===== src/rtl/buffer_pkg.sv =====
// Shared sizing helpers and the per-cycle operation encoding for the buffer FIFO.
package buffer_pkg;

  // Pointer width. It never drops below one bit, so a single-entry buffer still has a real pointer signal.
  function automatic int ptr_width(input int depth);
    return (depth > 1) ? $clog2(depth) : 1;
  endfunction

  // The occupancy count has to represent the values 0 through depth, inclusive.
  function automatic int count_width(input int depth);
    return $clog2(depth + 1);
  endfunction

  typedef enum logic [1:0] {
    OP_IDLE  = 2'b00,
    OP_WRITE = 2'b01,
    OP_READ  = 2'b10,
    OP_BOTH  = 2'b11
  } op_e;

endpackage


===== src/rtl/buffer_mem.sv =====
// DEPTH x DATA_WIDTH register array with a synchronous write port and an asynchronous read port.
module buffer_mem
  import buffer_pkg::*;
#(
  parameter int DATA_WIDTH = 64,
  parameter int DEPTH      = 1,
  localparam int ADDR_W    = ptr_width(DEPTH)
) (
  input  logic                  clk,
  input  logic                  we_i,
  input  logic [ADDR_W-1:0]     waddr_i,
  input  logic [DATA_WIDTH-1:0] wdata_i,
  input  logic [ADDR_W-1:0]     raddr_i,
  output logic [DATA_WIDTH-1:0] rdata_o
);

  if (DEPTH == 1) begin : g_single
    logic [DATA_WIDTH-1:0] word_q;

    // NOTE: storage has no reset. The pointers and count define which words are valid, so stale contents are never observed.
    always_ff @(posedge clk) begin
      if (we_i) word_q <= wdata_i;
    end

    assign rdata_o = word_q;

    logic unused_addr;
    assign unused_addr = ^{waddr_i, raddr_i};
  end else begin : g_array
    logic [DATA_WIDTH-1:0] mem_q [DEPTH];

    always_ff @(posedge clk) begin
      if (we_i) mem_q[waddr_i] <= wdata_i;
    end

    assign rdata_o = mem_q[raddr_i];
  end

endmodule


===== src/rtl/buffer.sv =====
// Synchronous single-clock FIFO. Reads are registered, and full/empty are decoded from the occupancy count.
module buffer
  import buffer_pkg::*;
#(
  parameter int DATA_WIDTH = 64,
  parameter int DEPTH      = 1
) (
  input  logic                  clk,
  input  logic                  rst,
  input  logic                  wr_en,
  input  logic                  rd_en,
  input  logic [DATA_WIDTH-1:0] data_in,
  output logic [DATA_WIDTH-1:0] data_out,
  output logic                  full,
  output logic                  empty
);

  localparam int PTR_W = ptr_width(DEPTH);
  localparam int CNT_W = count_width(DEPTH);

  logic [PTR_W-1:0]      wr_ptr_q, wr_ptr_d;
  logic [PTR_W-1:0]      rd_ptr_q, rd_ptr_d;
  logic [CNT_W-1:0]      count_q, count_d;
  logic [DATA_WIDTH-1:0] data_q, data_d;
  logic [DATA_WIDTH-1:0] rd_word;
  logic                  wr_accept, rd_accept;
  op_e                   op;

  function automatic logic [PTR_W-1:0] advance(input logic [PTR_W-1:0] ptr);
    return (ptr == PTR_W'(DEPTH - 1)) ? '0 : ptr + PTR_W'(1);
  endfunction

  assign full  = (count_q == CNT_W'(DEPTH));
  assign empty = (count_q == '0);

  // A write to a full buffer is still accepted when a read frees a slot on the same edge.
  assign rd_accept = rd_en && !empty;
  assign wr_accept = wr_en && (!full || rd_accept);
  assign op        = op_e'({rd_accept, wr_accept});

  buffer_mem #(
    .DATA_WIDTH(DATA_WIDTH),
    .DEPTH     (DEPTH)
  ) u_mem (
    .clk    (clk),
    .we_i   (wr_accept),
    .waddr_i(wr_ptr_q),
    .wdata_i(data_in),
    .raddr_i(rd_ptr_q),
    .rdata_o(rd_word)
  );

  // NOTE: every next-state signal receives a default before any branch, so no path through this block can infer a latch.
  always_comb begin
    wr_ptr_d = wr_ptr_q;
    rd_ptr_d = rd_ptr_q;
    count_d  = count_q;
    data_d   = data_q;
    if (wr_accept) wr_ptr_d = advance(wr_ptr_q);
    if (rd_accept) begin
      rd_ptr_d = advance(rd_ptr_q);
      data_d   = rd_word;
    end
    unique case (op)
      OP_WRITE: count_d = count_q + CNT_W'(1);
      OP_READ:  count_d = count_q - CNT_W'(1);
      default:  count_d = count_q;
    endcase
  end

  // NOTE: sequential state is updated only with non-blocking assignments, so every register samples values from before the edge.
  always_ff @(posedge clk) begin
    if (rst) begin
      wr_ptr_q <= '0;
      rd_ptr_q <= '0;
      count_q  <= '0;
      data_q   <= '0;
    end else begin
      wr_ptr_q <= wr_ptr_d;
      rd_ptr_q <= rd_ptr_d;
      count_q  <= count_d;
      data_q   <= data_d;
    end
  end

  assign data_out = data_q;

endmodule


===== config.mk =====
export PLATFORM = sky130hd
export DESIGN_NAME = buffer
export DESIGN_NICKNAME = d
export VERILOG_FILES = /design/src/rtl/buffer_pkg.sv /design/src/rtl/buffer_mem.sv /design/src/rtl/buffer.sv
export SDC_FILE = /design/constraint.sdc
export NUM_CORES = 1
export LEC_CHECK = 0
export CAP_MARGIN = 40
export CORE_ASPECT_RATIO = 0.6
export CORE_MARGIN = 4
export CORE_UTILIZATION = 51
export CTS_CLUSTER_SIZE = 12
export DETAILED_ROUTE_END_ITERATION = 10
export GPL_ROUTABILITY_DRIVEN = 0
export PLACE_DENSITY_LB_ADDON = 0.15
export SKIP_CTS_REPAIR_TIMING = 1
export SLEW_MARGIN = 20
export SYNTH_ARGS = -nofsm -noshare
export SYNTH_HDL_FRONTEND = slang
export SYNTH_SLANG_ARGS = --single-unit

===== constraint.sdc =====
create_clock -name clk -period 4 [get_ports clk]
set_input_delay 0.6 -clock clk [delete_from_list [all_inputs] [get_ports clk]]
set_output_delay 0.6 -clock clk [all_outputs]
set_load 0.005 [all_outputs]

==> images/power_grid.png <==
(4 px per um) Pins as bars on the die edge.
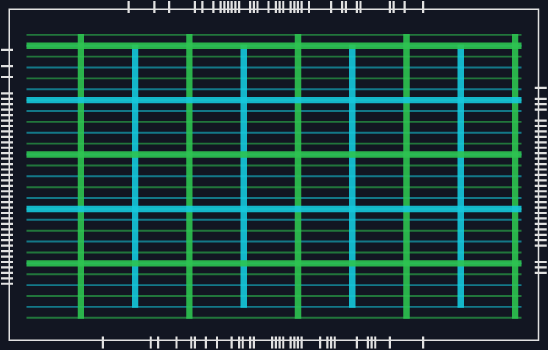
Cyan marks VDD. Green marks VSS.
5 straps on met5. The core has 26 rows. 27 met1 rails follow the rows. 9 straps on met4.
worst vdd ir: 0.330 mV
die height: 82.4 um

==> images/placement_by_type.png <==
(3 px per um) Fill, decap, tap and diode cells in gray.
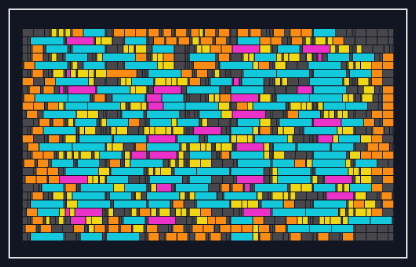
Magenta marks clock drivers and dummy loads, cells 32, share of their area 9.2%. Cyan marks flops, cells 129, share of their area 49%. Yellow marks combinational and other logic, cells 197, share of their area 20%. Orange marks other buffers and delay cells, cells 139, share of their area 22%.

==> out/results.tsv <==
stage	metric	value	unit
status	status	finished, final reports clean	
timing	Rel. slew slack	52.7	%
placed_design	pre-CTS setup slack	2.00	ns
power_and_ir_drop	total power	3.25	mW
synthesis	Cell Type Count	14	
run	OpenROAD warning count	28	
clocking	TritonCTS Sinks	129	
critical_path	reg2reg path depth	3	
timing	setup_tns	0	ns
cells_and_area	final std cells w/o fill	609	
timing	Setup Skew	0.00601	ns
floorplan	initial core utilization	53.7	%
hold_path	hold path start	rd_en	
timing	RSZ-0062 raised after global routing	false	
clocking	H-tree levels	4	
critical_path	Crit Path Max Fanout	68	
timing	Highest Clock Rate	417	MHz
placed_design	cell total after placement	576	
timing	Hold Slack	0.481	ns
hold_path	Hold Crit Depth	3	
clocking	Clock transition at path regs	0.05	ns
placed_design	tally of buffers added on design ports	133	
critical_path	CP max stage cell	dfxtp_4	
floorplan	area of the die	10900	um2
hold_path	Hold WC Path Type	in2reg	
timing	endpoints failing setup	0	
clocking	Root Buffer	clkbuf_16	
synthesis	# Cells Yosys	361	
global_routing	vias in the first global route	3180	
global_routing	first-pass GRT wire length	16000	um
cells_and_area	post-route core utilization	76.4	%
synthesis	yosys stat chip area	4700	um2
run	MaxCap Viol Count	0	
critical_path	R2R Path Start	full$_SDFFE_PP0P_	
route	Remaining DRCs	0	
synthesis	Avg Inst Size Synth	13.0	um2
synthesis	register area share after synthesis	68.5	%
floorplan	number of top-level pins	134	
critical_path	reg2reg end	data_out[42]$_SDFFE_PP0P_	
critical_path	Crit path max-delay family	flip-flops	
==> images/clk_routes.png <==
(6 px per um)
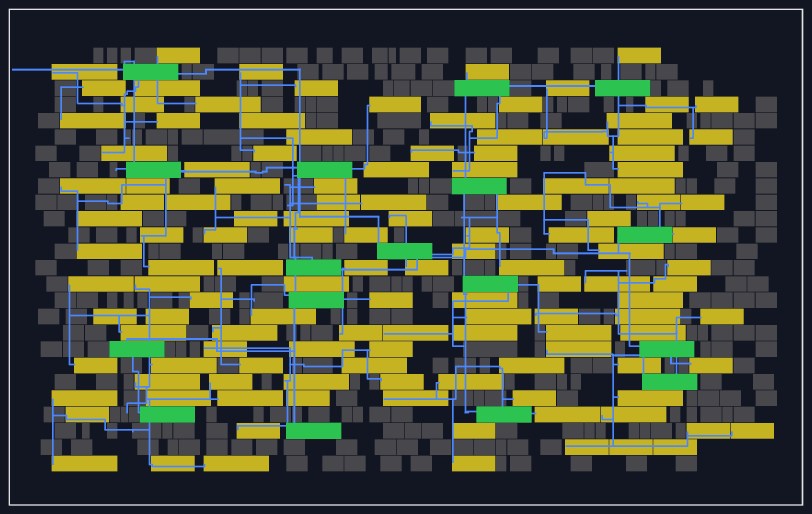
Green marks clock drivers, count 17. Blue marks clock wires, length 1,420 um. Yellow marks flip-flops, count 129.
Position of the flops: widely spread.

==> images/wires.png <==
(4 px per um) Two of the layers only.
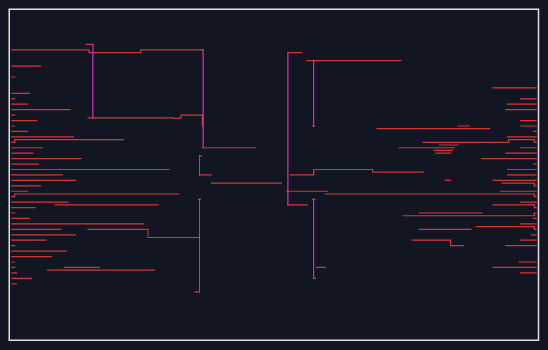
Magenta marks metal 4, wire length 145 um. Red marks metal 3, wire length 1,060 um.
Routed WL: 10,400 um
vias: 3,251
WL/cell: 17.1 um
gr usage total: 19.5%

==> cell usage after synthesis (all sizes together) <==
master	n	area (um2)
and2	1	6.26
dfxtp	65	1300
a21oi	65	325
a21bo	64	641
nand3	64	320
nand2b	1	6.26
edfxtp	64	1920
buf	31	158
clkbuf	4	15.0
inv	2	7.51
==> sequential cells by signal, indices dropped and copies added (netlist names) <==
signal / cells
u_mem.rdata_o: 64
data_out: 64
full: 1
==> routing by layer <==
layer / track usage [%] / part of all wire (%) / vias up
met5: 0 / 0 / -
met4: 7.86 / 1.4 / 0
met3: 9.08 / 10 / 15
met2: 29.7 / 45 / 127
met1: 24.6 / 43 / 1534
li1: - / - / 1575
==> worst register-to-register path, cell delays in order, from the launching register on <==
cell	delay (ns)
dfxtp_4	0.76
buf_4	0.66
nand3_1	0.24
a21oi_1	0.18
==> area by class of cell <==
cell class / instances / area (um2)
well taps: 112 / 140
clock inverters: 3 / 40.0
fillers: 555 / 2070
clock buffers: 29 / 562
multi-input cells: 195 / 1300
flip-flops and latches: 129 / 3230
inverters: 2 / 7.51
repair buffers: 139 / 1410
==> power breakdown <==
group	internal, mW	total (mW)	leakage [nW]	switching (mW)
Clock	1.01	1.51	0.299	0.507
Combinational	0.141	0.242	0.931	0.101
Sequential	1.46	1.49	1.15	0.0350
==> how the worst max path moves through the flow <==
stage | start | slack (ns) | to | depth (start not counted)
global route | full$_SDFFE_PP0P_ | 1.49 | full | 1
detailed placement | full$_SDFFE_PP0P_ | 2.00 | full | 1
CTS | full$_SDFFE_PP0P_ | 1.57 | full | 1
global placement | wr_en | 1.43 | u_mem.rdata_o[25]$_DFFE_PP_ | 3
floorplan | rd_en | 1.18 | u_mem.rdata_o[0]$_DFFE_PP_ | 3
finish | full$_SDFFE_PP0P_ | 1.60 | full | 1
==> cells by family after synthesis <==
family / Yosys count / synth area share, %
buffers and inverters: 37 / 3.83
flip-flops: 129 / 68.5
AND-OR/OR-AND: 129 / 20.5
AND/OR/NAND/NOR: 66 / 7.08
Power figures rest on the tool's default switching activity, not on a simulated workload.
